Figure 1. Metal 1.
(2 px per micron) Supply wires on this layer in gray. Cells faint in the background.
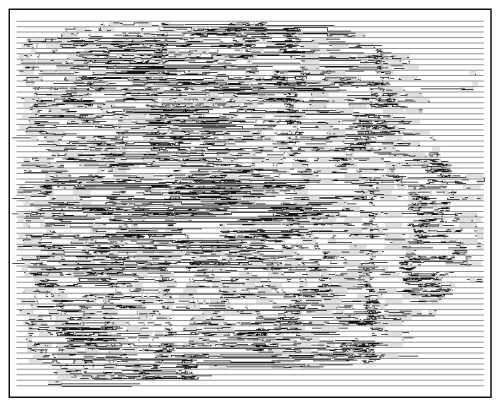
Figure 2. Cell outlines without signal wires.
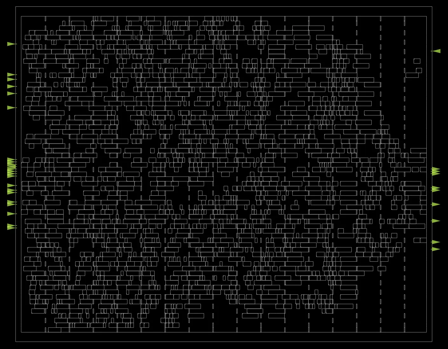
Figure 3. Cell area per tile.
(1.5 px per micron) 24 x 19 tiles, from dark blue (low) to red (high), 0 to 100% covered.
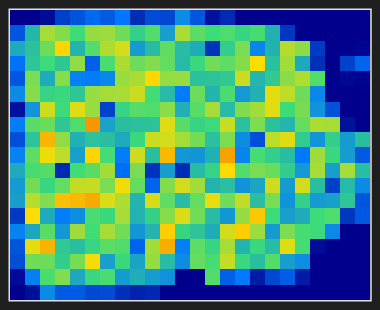
==> config.mk <==
export PLATFORM = sky130hd
export DESIGN_NAME = fir_filter
export DESIGN_NICKNAME = d
export VERILOG_FILES = /design/src/rtl/fir_filter.sv
export SDC_FILE = /design/constraint.sdc
export NUM_CORES = 1
export LEC_CHECK = 0
export CORE_ASPECT_RATIO = 0.8
export CORE_MARGIN = 3
export CORE_UTILIZATION = 40
export DETAILED_ROUTE_END_ITERATION = 10
export PLACE_DENSITY = 0.51
export SYNTH_ARGS = -nofsm -noshare
export SYNTH_HDL_FRONTEND = slang
export SYNTH_SLANG_ARGS = --single-unit
==> constraint.sdc <==
create_clock -name i_clock -period 6.6 [get_ports i_clock]
set_input_delay 1.32 -clock i_clock [delete_from_list [all_inputs] [get_ports i_clock]]
set_output_delay 1.32 -clock i_clock [all_outputs]
set_load 0.01 [all_outputs]
==> src/rtl/fir_filter.sv <==
// Four-tap pipelined direct-form FIR low-pass filter.
// Taps -> products -> pair sums -> round/saturate, with a valid pipe
// running alongside so each result is tagged with its source sample.
//
// Stream protocol: valid-only, no backpressure. i_valid marks i_data as a
// new sample on that rising edge; o_valid marks o_data/o_sat as a result
// on that cycle and the consumer must take every o_valid cycle. o_data and
// o_sat carry no meaning while o_valid is low.
module fir_filter #(
  parameter int NB_DATA  = 8,
  parameter int NB_COEFF = 8,
  parameter int NB_OUT   = 8,
  parameter int SHIFT    = 7,
  parameter logic signed [NB_COEFF-1:0] COEF0 = 8'sd16,
  parameter logic signed [NB_COEFF-1:0] COEF1 = 8'sd48,
  parameter logic signed [NB_COEFF-1:0] COEF2 = 8'sd48,
  parameter logic signed [NB_COEFF-1:0] COEF3 = 8'sd16
) (
  input  logic                       i_clock,
  input  logic                       i_reset,
  input  logic                       i_valid,
  input  logic signed [NB_DATA-1:0]  i_data,
  input  logic                       i_coef_we,
  input  logic [1:0]                 i_coef_addr,
  input  logic signed [NB_COEFF-1:0] i_coef_data,
  output logic                       o_valid,
  output logic signed [NB_OUT-1:0]   o_data,
  output logic                       o_sat
);

  localparam int NB_PROD = NB_DATA + NB_COEFF;
  localparam int NB_SUM  = NB_PROD + 1;
  localparam int NB_ACC  = NB_PROD + 2;

  // Half an output LSB, added before the shift so rounding is half-up.
  localparam logic signed [NB_ACC-1:0] RND     = NB_ACC'(2 ** (SHIFT - 1));
  localparam logic signed [NB_ACC-1:0] MAX_POS = NB_ACC'(2 ** (NB_OUT - 1) - 1);
  localparam logic signed [NB_ACC-1:0] MIN_NEG = NB_ACC'(-(2 ** (NB_OUT - 1)));
  localparam logic signed [NB_OUT-1:0] OUT_MAX = {1'b0, {(NB_OUT-1){1'b1}}};
  localparam logic signed [NB_OUT-1:0] OUT_MIN = {1'b1, {(NB_OUT-1){1'b0}}};

  logic signed [NB_DATA-1:0]  x_q [4];
  logic signed [NB_DATA-1:0]  x_d [4];
  logic signed [NB_COEFF-1:0] c_q [4];
  logic signed [NB_COEFF-1:0] c_d [4];
  logic signed [NB_PROD-1:0]  p_q [4];
  logic signed [NB_PROD-1:0]  p_d [4];
  logic signed [NB_SUM-1:0]   s01_q, s01_d;
  logic signed [NB_SUM-1:0]   s23_q, s23_d;
  logic [3:0]                 vld_q, vld_d;
  logic signed [NB_OUT-1:0]   data_q, data_d;
  logic                       sat_q, sat_d;
  logic signed [NB_ACC-1:0]   acc, acc_rnd, r;

  // Tap line advances only on accepted samples; coefficient file takes writes.
  always_comb begin
    for (int k = 0; k < 4; k++) begin
      x_d[k] = x_q[k];
      c_d[k] = c_q[k];
    end
    if (i_valid) begin
      x_d[3] = x_q[2];
      x_d[2] = x_q[1];
      x_d[1] = x_q[0];
      x_d[0] = i_data;
    end
    if (i_coef_we) begin
      c_d[i_coef_addr] = i_coef_data;
    end
    vld_d = {vld_q[2:0], i_valid};
  end

  // Products and pair sums re-evaluate every edge; bubbles are masked by the valid pipe.
  always_comb begin
    for (int k = 0; k < 4; k++) begin
      p_d[k] = NB_PROD'(x_q[k]) * NB_PROD'(c_q[k]);
    end
    s01_d = NB_SUM'(p_q[0]) + NB_SUM'(p_q[1]);
    s23_d = NB_SUM'(p_q[2]) + NB_SUM'(p_q[3]);
  end

  // Final add, half-up rounding, then clip to the output rails.
  always_comb begin
    acc     = NB_ACC'(s01_q) + NB_ACC'(s23_q);
    acc_rnd = acc + RND;
    r       = acc_rnd >>> SHIFT;
    data_d  = r[NB_OUT-1:0];
    sat_d   = 1'b0;
    if (r > MAX_POS) begin
      data_d = OUT_MAX;
      sat_d  = 1'b1;
    end else if (r < MIN_NEG) begin
      data_d = OUT_MIN;
      sat_d  = 1'b1;
    end
  end

  // All pipeline state; reset clears data and restores default coefficients.
  always_ff @(posedge i_clock or posedge i_reset) begin
    if (i_reset) begin
      for (int k = 0; k < 4; k++) begin
        x_q[k] <= '0;
        p_q[k] <= '0;
      end
      c_q[0] <= COEF0;
      c_q[1] <= COEF1;
      c_q[2] <= COEF2;
      c_q[3] <= COEF3;
      s01_q  <= '0;
      s23_q  <= '0;
      vld_q  <= '0;
      data_q <= '0;
      sat_q  <= 1'b0;
    end else begin
      for (int k = 0; k < 4; k++) begin
        x_q[k] <= x_d[k];
        c_q[k] <= c_d[k];
        p_q[k] <= p_d[k];
      end
      s01_q  <= s01_d;
      s23_q  <= s23_d;
      vld_q  <= vld_d;
      data_q <= data_d;
      sat_q  <= sat_d;
    end
  end

  assign o_valid = vld_q[3];
  assign o_data  = data_q;
  assign o_sat   = sat_q;

endmodule

==> flow_metrics.env <==
# physical design summary
export IMPL_ys_types=59
export IMPL_critPathCaptureType="flop"
export IMPL_cts_hold_buf=0
export IMPL_worst_path_max_delay_cell="fa_1"
export IMPL_crit_family="adder cells"
export IMPL_syn_nets=2123
export IMPL_port_buffers=31
export IMPL_lay_top_count="inv_1"
export IMPL_holdWs_ns=0.349
export IMPL_path_cells="and2_1 > fa_1 > inv_1 > fa_1 > inv_1 > fa_1 > inv_1 > fa_1 > inv_1 > ha_1 > o21ai_0 > a21boi_0 > o21a_1 > nor2_1 > o21ai_0 > nor4b_1 > a311o_1"
export IMPL_slew_violations=0
export IMPL_hold_viol_final=0
export IMPL_status="finished, final reports clean"
export IMPL_fmax_mhz=207
export IMPL_flops=175
export IMPL_topCombFamilyByArea="adder cells"
export IMPL_grt_pass1_vias=11904
export IMPL_async_flop_share_pct=100
export IMPL_use_met3_pct=3.50
export IMPL_ys_ff=175
export IMPL_grt_pass1_wl_mm=64.8
export IMPL_critPathBufInv=4
export IMPL_grt_setup_unrepaired="false"
export IMPL_grt_ovfl_total=0
export IMPL_nClkBuffers=18
export IMPL_place_hpwl_mm=32.2
export IMPL_nWellTaps=552
export IMPL_r2r_slack_ns=1.76
export IMPL_crit_arrival_ns=5.17
export IMPL_worst_setup_path_start_kind="flop"
export IMPL_remaining_drc_errors=0
export IMPL_wl_met3_mm=1.43
export IMPL_area_dominant_class="multi-input combinational cells"
export IMPL_cts_max_level=4
export IMPL_synth_top_flop_cell="dfrtp_1"
export IMPL_critPathKind="reg -> reg"
export IMPL_top_layer="met4"
export IMPL_cts_buffers=17
export IMPL_fin_area_sq_um=19100
export IMPL_startpoint="c_q[2]"
export IMPL_comb_area_share_pct=61.6
export IMPL_rr_startpoint="c_q[2]"
export IMPL_fin_nets=2160
export IMPL_ys_sh_xor_pct=4.74
export IMPL_synthTopCellsByArea="fa_1, dfrtp_1, ha_1"
export IMPL_cp_depth=17
export IMPL_finClkSkew_ns=0.0131
export IMPL_post_cts_buffers=0
export IMPL_place_gp_congestion=0.852
export IMPL_hold_path_class="reg -> reg"
export IMPL_wl_per_cell_microns=16.8
export IMPL_ys_seq_share_pct=25.0
export IMPL_crit_fanout=9
export IMPL_most_common_cell="inv_1"
export IMPL_ys_area_sq_um=17500
export IMPL_top_register="p_q"
export IMPL_drt_first_pass_iters=5
export IMPL_holdPathEnd="vld_q[2]"
export IMPL_wl_met1_mm=20.6
export IMPL_seq_area_sq_um=4390
export IMPL_ys_sh_adder_pct=38.1
export IMPL_ff2ff_path_depth=17
export IMPL_cts_resized_gates=0
Notes on Figure 1 above:
share of all routed wire: 53%
longest straight run: 89.2 microns
wire length on this layer: 20.6 mm

Notes on Figure 2 above:
Post-Route Utilization: 44.9%
fillers: 4050
Seq/total area: 22.9%
Post-Layout Cell Count: 2302

Notes on Figure 3 above:
fullest tile: 83%
tiles over 75% full: 3.5%
mean over tiles: 40%
nearly empty tiles: 13%

